run_1/m2.png
Cells faint in the background.
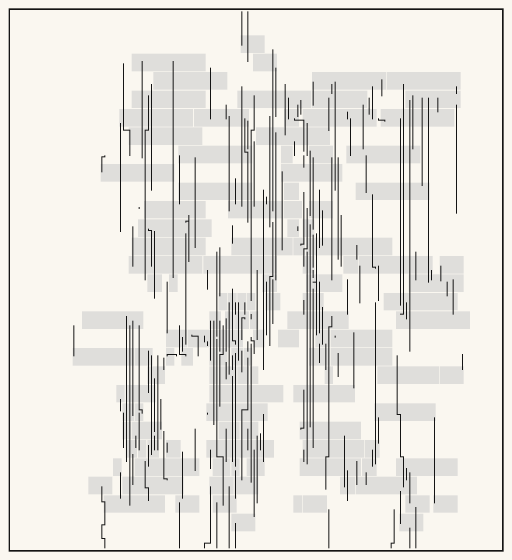
run_1/port_trees.png
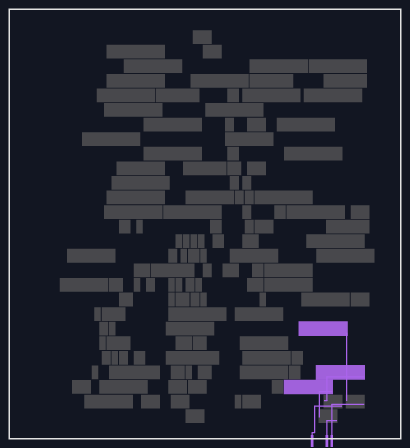
run_1/m3.png
Bar = 20 um.
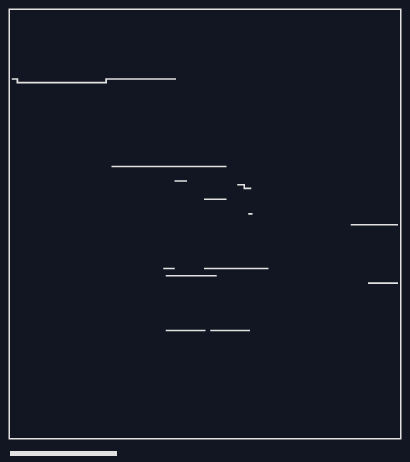
### src/rtl/level_store.sv
`default_nettype none
// +----------------------------------------------------------------------------+
// | level_store: 8 x 3-bit per-user level memory with sweep clear, write clamp |
// | and a 2-cycle coherent read pipeline.              Revision: 1.0           |
// +----------------------------------------------------------------------------+
module level_store (
  input  logic       clk,
  input  logic       rst,
  input  logic [2:0] address,
  input  logic [2:0] level_in,
  input  logic       wren,
  input  logic       clear_req,
  output logic [2:0] level_out,
  output logic       wr_ack,
  output logic       busy
);

  localparam logic [1:0] c_ST_CLEAR  = 2'b01;
  localparam logic [1:0] c_ST_READY  = 2'b10;
  localparam logic [2:0] c_LAST_PTR  = 3'd7;
  localparam logic [2:0] c_LVL_RAW7  = 3'd7;
  localparam logic [2:0] c_LVL_MAX   = 3'd6;

  logic [1:0] r_state;
  logic [1:0] w_state_nxt;
  logic [2:0] r_ptr;
  logic [2:0] w_ptr_nxt;

  logic [2:0] r_mem [8];
  logic [2:0] r_rd_addr;
  logic [2:0] r_rd_data;

  logic       w_sweep;
  logic       w_ready;
  logic       w_wr_accept;
  logic       w_rd_kill;
  logic [2:0] w_wr_level;

  always_ff @(posedge clk or negedge rst) begin
    if (!rst) begin
      r_state <= c_ST_CLEAR;
      r_ptr   <= 3'd0;
    end else begin
      r_state <= w_state_nxt;
      r_ptr   <= w_ptr_nxt;
    end
  end

  // The pointer wraps 7 -> 0 on the last sweep edge, leaving it ready for the next clear.
  always_comb begin
    w_state_nxt = r_state;
    w_ptr_nxt   = r_ptr;
    case (r_state)
      c_ST_CLEAR: begin
        w_ptr_nxt = r_ptr + 3'd1;
        if (r_ptr == c_LAST_PTR) begin
          w_state_nxt = c_ST_READY;
        end
      end
      c_ST_READY: begin
        if (clear_req) begin
          w_state_nxt = c_ST_CLEAR;
          w_ptr_nxt   = 3'd0;
        end
      end
      default: begin
        w_state_nxt = c_ST_CLEAR;
        w_ptr_nxt   = 3'd0;
      end
    endcase
  end

  always_comb begin
    w_sweep     = (r_state == c_ST_CLEAR);
    w_ready     = (r_state == c_ST_READY);
    busy        = !w_ready;
    w_wr_accept = w_ready && wren && !clear_req;
    w_rd_kill   = !w_ready || clear_req;
  end

  assign w_wr_level = (level_in == c_LVL_RAW7) ? c_LVL_MAX : level_in;

  // Storage carries no reset: every path out of reset runs a full sweep first.
  always_ff @(posedge clk) begin
    if (w_sweep) begin
      r_mem[r_ptr] <= 3'd0;
    end else if (w_wr_accept) begin
      r_mem[address] <= w_wr_level;
    end
  end

  // Stage 2 forwards a same-edge write so the result reflects every commit up to it.
  always_ff @(posedge clk or negedge rst) begin
    if (!rst) begin
      r_rd_addr <= 3'd0;
      r_rd_data <= 3'd0;
      level_out <= 3'd0;
      wr_ack    <= 1'b0;
    end else begin
      r_rd_addr <= address;
      if (w_rd_kill) begin
        r_rd_data <= 3'd0;
      end else if (w_wr_accept && (address == r_rd_addr)) begin
        r_rd_data <= w_wr_level;
      end else begin
        r_rd_data <= r_mem[r_rd_addr];
      end
      level_out <= w_ready ? r_rd_data : 3'd0;
      wr_ack    <= w_wr_accept;
    end
  end

endmodule
`default_nettype wire

### config.mk
export PLATFORM = sky130hd
export DESIGN_NAME = level_store
export DESIGN_NICKNAME = d
export VERILOG_FILES = /design/src/rtl/level_store.sv
export SDC_FILE = /design/constraint.sdc
export NUM_CORES = 1
export LEC_CHECK = 0
export CAP_MARGIN = 15
export CORE_ASPECT_RATIO = 1.1
export CORE_UTILIZATION = 30
export CTS_BUF_LIST = sky130_fd_sc_hd__clkbuf_16
export DETAILED_ROUTE_END_ITERATION = 8
export GPL_TIMING_DRIVEN = 0
export PLACE_DENSITY_LB_ADDON = 0.15
export REMOVE_ABC_BUFFERS = 1
export SKIP_CTS_REPAIR_TIMING = 1
export SYNTH_ARGS = -nofsm -noshare
export SYNTH_HDL_FRONTEND = slang
export SYNTH_SLANG_ARGS = --single-unit
### constraint.sdc
create_clock -name clk -period 5 [get_ports clk]
set_clock_uncertainty 0.05 [all_clocks]
set_input_delay 1.25 -clock clk [delete_from_list [all_inputs] [get_ports clk]]
set_output_delay 1.25 -clock clk [all_outputs]
set_load 0.02 [all_outputs]
==> metrics.yaml, run 1 <==
status: "complete, no violations"
rrSetupSlack_ns: 3.02
start_kind: "flip-flop"
setup_violations: 0
ys_area_mm2: 0.001653
crit_slowest_cell: "clkdlybuf4s50_1"
sh_seq_area: 0.5417
synth_flops: 39
grt_max_degree: 16
synth-edff-count: 24
crit_chain: "and2b_1 > inv_1 > clkdlybuf4s50_1"
finalClockPeriodUsage: 0.6027
endpoint_kind: "primary output"
row_count: 27
min_to: "level_out[0]$_DFF_PN0_"
clk_share: 0.08091
dp_cells: 195
post_dp_cell_area_mm2: 0.001862
core_mm2: 0.005169
antenna_left: 0
reg2reg_from: "r_state[0]$_DFFE_PN1P_"
clk_transition_reported_paths_ns: 0.06
hold_path_class: "reg2reg"
vias_per_cell: 4.532
cts_tree: "done"
worst_ep_required_time_ns: 3.70
rsz0062_at_grt: "no"
top_area_cell: "edfxtp_1"
cpPeakStageDelay_ns: 0.59
yosysUniqueCellTypes: 28
dp_hpwl_um: 2317
common_cells: "edfxtp_1 (24), dfrtp_1 (14), and2_1 (8), nand2_1 (8), nor2_1 (7)"
worst-path-buf-inv: 2
r2r-end: "r_mem[2][2]$_DFFE_PP_"
timing.final.ws_setup_ns: 1.987
grt_pass1_wl_um: 4940
adder_share: 0.01514
Notes on m2.png above:
122 nets have wire on it. The layer holds 53% of the routed length. The longest straight run is 37.1 um. The wires run mostly vertical.
grt met2 use: 0.2047
WL final: 3097 um
total number of vias: 920

Notes on port_trees.png above:
Purple is `level_out`, bits 3, direction output, edge bottom, end cells 3, buffers 3, wire 59.2 um.
I/O Buffers: 14
# IOs: 15

Notes on m3.png above:
The layer carries 113 um of wire. The layer holds 3.7% of the routed length. The longest straight run is 21.2 um. 7 nets have wire on it.
met3 global-route usage: 0.03535

==> run 1: flip-flops by register name (all words and copies together), names as in the netlist <==
register,flops
level_out,3
r_mem,24
r_ptr,3
r_rd_addr,3
r_rd_data,3
r_state,2
wr_ack,1
==> run 1: logic make-up after synthesis <==
logic type | count (synthesis)
multiplexers | 9
XOR/XNOR | 3
AND-OR/OR-AND | 16
AND/OR/NAND/NOR | 35
adder cells (fa/ha/maj) | 2
buffers and inverters | 8
flip-flops | 39
==> run 1: power by group <==
part           switching, mW  internal (mW)  leakage, nW
Combinational          0.104         0.0825        0.284
Sequential            0.0371          0.426        0.416
Clock                  0.117          0.232       0.0812
==> run 1: worst max-delay path by stage <==
| stage | start | to | slack [ns] |
|---|---|---|---|
| finish | r_state[0]$_DFFE_PN1P_ | busy | 1.99 |
| global placement | clear_req | r_mem[7][0]$_DFFE_PP_ | 1.89 |
| floorplan | clear_req | r_mem[1][0]$_DFFE_PP_ | 2.58 |
| detailed placement | clear_req | r_mem[1][1]$_DFFE_PP_ | 1.88 |
| global route | r_state[0]$_DFFE_PN1P_ | busy | 1.92 |
| CTS | r_state[0]$_DFFE_PN1P_ | busy | 1.98 |
==> run 1: cell usage in the layout, fill, tap and decap left out, types with 5 or more instances in the layout <==
cell type | Yosys | final
and2_1 | 8 | 8
mux4_2 | 6 | 6
edfxtp_1 | 24 | 24
nor2_1 | 7 | 7
o21ai_0 | 6 | 6
clkdlybuf4s50_1 | 0 | 14
nand2_1 | 8 | 8
dfrtp_1 | 14 | 14
clkbuf_16 | 0 | 5
a21oi_1 | 6 | 6
==> run 1: layer usage <==
| layer | global-route usage | wire [um] |
|---|---|---|
| met5 | 0 | 0 |
| met4 | 0.06078 | 65 |
| met3 | 0.03535 | 112 |
| met2 | 0.2047 | 1635 |
| met1 | 0.1397 | 1282 |
==> inputs of run 2 (changes only) <==
Clock period 5 ns to 2.8 ns, I/O delays scaled along.
run_2/class_map.png
Fill, decap, tap and diode cells in gray.
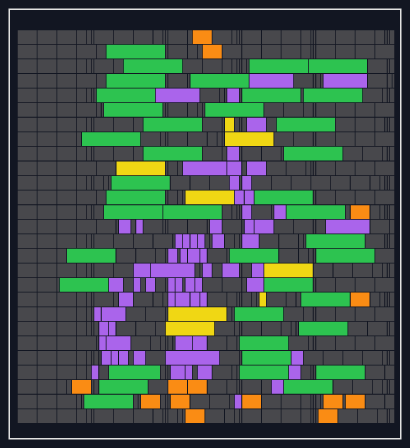
Purple is remaining logic cells, cells 70. Green is registers, cells 39. Yellow is clock drivers and dummy loads, cells 8. Orange is remaining buffers and delay cells, cells 14.
Finished Core Util: 0.3919
row cnt: 27

==> run 2 against run 1 <==
  * Cell count unchanged
  * Critical path type unchanged
  * Die area is the same
  * Largest cell class unchanged
  * Area after synthesis unchanged
  * Wire length stayed put
  * Hold slack unchanged
  * Register-to-register slack worse by 2.2 ns
  * Largest power group unchanged
==> metrics.yaml, run 2 <==
power.share.combinational: 0.186  # about the same
route.met2.wl_um: 1635  # unchanged
top_register: "r_mem"
cpPeakStageDelay_ns: 0.59  # about the same
routed-wl-met3_um: 112  # unchanged
clockPowerShare: 0.350  # about the same
crit_chain: "and2b_1 > inv_1 > clkdlybuf4s50_1"
common_cells: "edfxtp_1 (24), dfrtp_1 (14), and2_1 (8), nand2_1 (8), nor2_1 (7)"
setup_violations: 0  # unchanged
logic_area_um2: 515.5
antenna_left: 0  # unchanged
area_delta_synth_final_pct: 22.56
sh_seq_area: 0.5417  # unchanged
io_buffers: 14  # unchanged
met2_usage: 0.2047  # unchanged
top_area_cell: "edfxtp_1"
cts_tree: "done"
largest_reg_flops: 24  # unchanged
vias_per_cell: 4.532  # unchanged
clk_transition_reported_paths_ns: 0.06  # about the same
power.internal_mw: 1.323  # +79%
gp_congestion: 0.7733
cts.sinks: 39
flop-count: 39
grt_busiest_layer: "met2"
ff_latch_area_mm2: 0.001097
dp_hpwl_um: 2317  # unchanged
drt-met1-wl_um: 1282  # unchanged
worstPathMaxFanout: 6
synth-edff-count: 24  # unchanged
yosysUniqueCellTypes: 28  # unchanged
ioPinCount: 15  # unchanged
ys_area_mm2: 0.001653  # unchanged
worst-path-buf-inv: 2  # unchanged
drive_gt1_frac: 0.1221
flop_cell: "edfxtp_1"
fmax_ghz: 0.4059
grt_pass1_vias: 953
hold_path_class: "reg2reg"
synth_flops: 39  # unchanged
nets: 142
switching_power_uw: 460.8  # +79%
routed_wl_um: 3097  # unchanged
rsz0062_at_grt: "no"
core_mm2: 0.005169  # unchanged
swShare: 0.2584  # about the same
vias: 920  # unchanged
crit_slowest_cell: "clkdlybuf4s50_1"
drt_iter0_drc: 66
pwr-share-seq: 0.464  # about the same
layout_top_cell: "edfxtp_1"
top_layer: "met4"
use_met3: 0.03535  # unchanged
status: "complete, no violations"
slew_viol_final: 0
finalClockPeriodUsage: 0.8798
grt_max_degree: 16  # unchanged
worst_ep_required_time_ns: 2.05  # -1.65 ns
clk_share: 0.08091  # unchanged
endpoint_kind: "primary output"
p_total_mw: 1.783
grt_util_met1: 0.1397  # unchanged
start_kind: "flip-flop"
grt_pass1_wl_um: 4940  # unchanged
run_2/port_trees.png
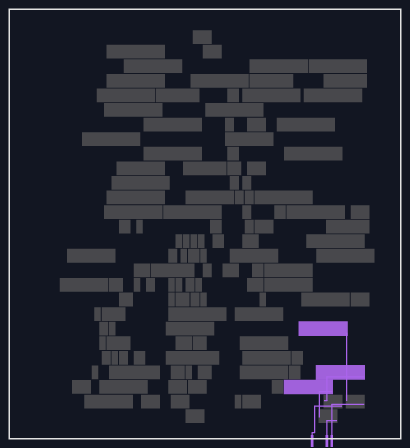
Purple is `level_out`, bits 3, direction output, edge bottom, end cells 3, buffers 3, wire 59.2 um.

-- run 2: cell counts after synthesis --
No cell type changed its count.
-- run 2: path summary, 6_finish.rpt --
path / end / startpoint / slack [ns]
min in group asynchronous: r_ptr[2]$_DFFE_PN0N_ / rst / 0.78
setup reg to reg: r_mem[2][2]$_DFFE_PP_ / r_state[0]$_DFFE_PN1P_ / 0.82
hold / removal: level_out[0]$_DFF_PN0_ / r_rd_data[0]$_DFF_PN0_ / 0.40
max in group asynchronous: wr_ack$_DFF_PN0_ / rst / 1.48
setup / recovery: busy / r_state[0]$_DFFE_PN1P_ / 0.34
hold reg to reg: level_out[0]$_DFF_PN0_ / r_rd_data[0]$_DFF_PN0_ / 0.40
-- run 2: power groups by stage --
stage	registers (mW)	clock network, mW	logic [mW]
finish	0.827	0.624	0.332
global route	0.839	0.666	0.373
CTS	0.828	0.634	0.339
detailed placement	0.839	0	0.337
global placement	0.829	0	0.336
floorplan	0.814	0	0.248
-- run 2: per-stage QoR --
step,cell area [um2],std cells,setup WS (ns),util
5_1_grt,2026,203,0.2669,0.3919
2_1_floorplan,1632,109,0.9297,-
3_5_place_dp,1862,195,0.2332,0.3602
3_3_place_gp,1862,195,0.2399,0.3602
6_report,2026,203,0.3366,0.3919
4_1_cts,2026,203,0.3261,0.3919
-- run 2: cells by family (layout without fill, tap and decap cells) --
group                    Yosys count  count (layout)  synth area share
flip-flops                        39              39            0.6639
AND/OR/NAND/NOR                   35              35            0.1257
AND-OR/OR-AND                     16              16           0.05527
multiplexers                       9               9           0.09993
buffers and inverters              8              27           0.02421
XOR/XNOR                           3               3           0.01590
adder cells (fa/ha/maj)            2               2           0.01514
No activity file was given, so power comes from the tool's default toggle rates.
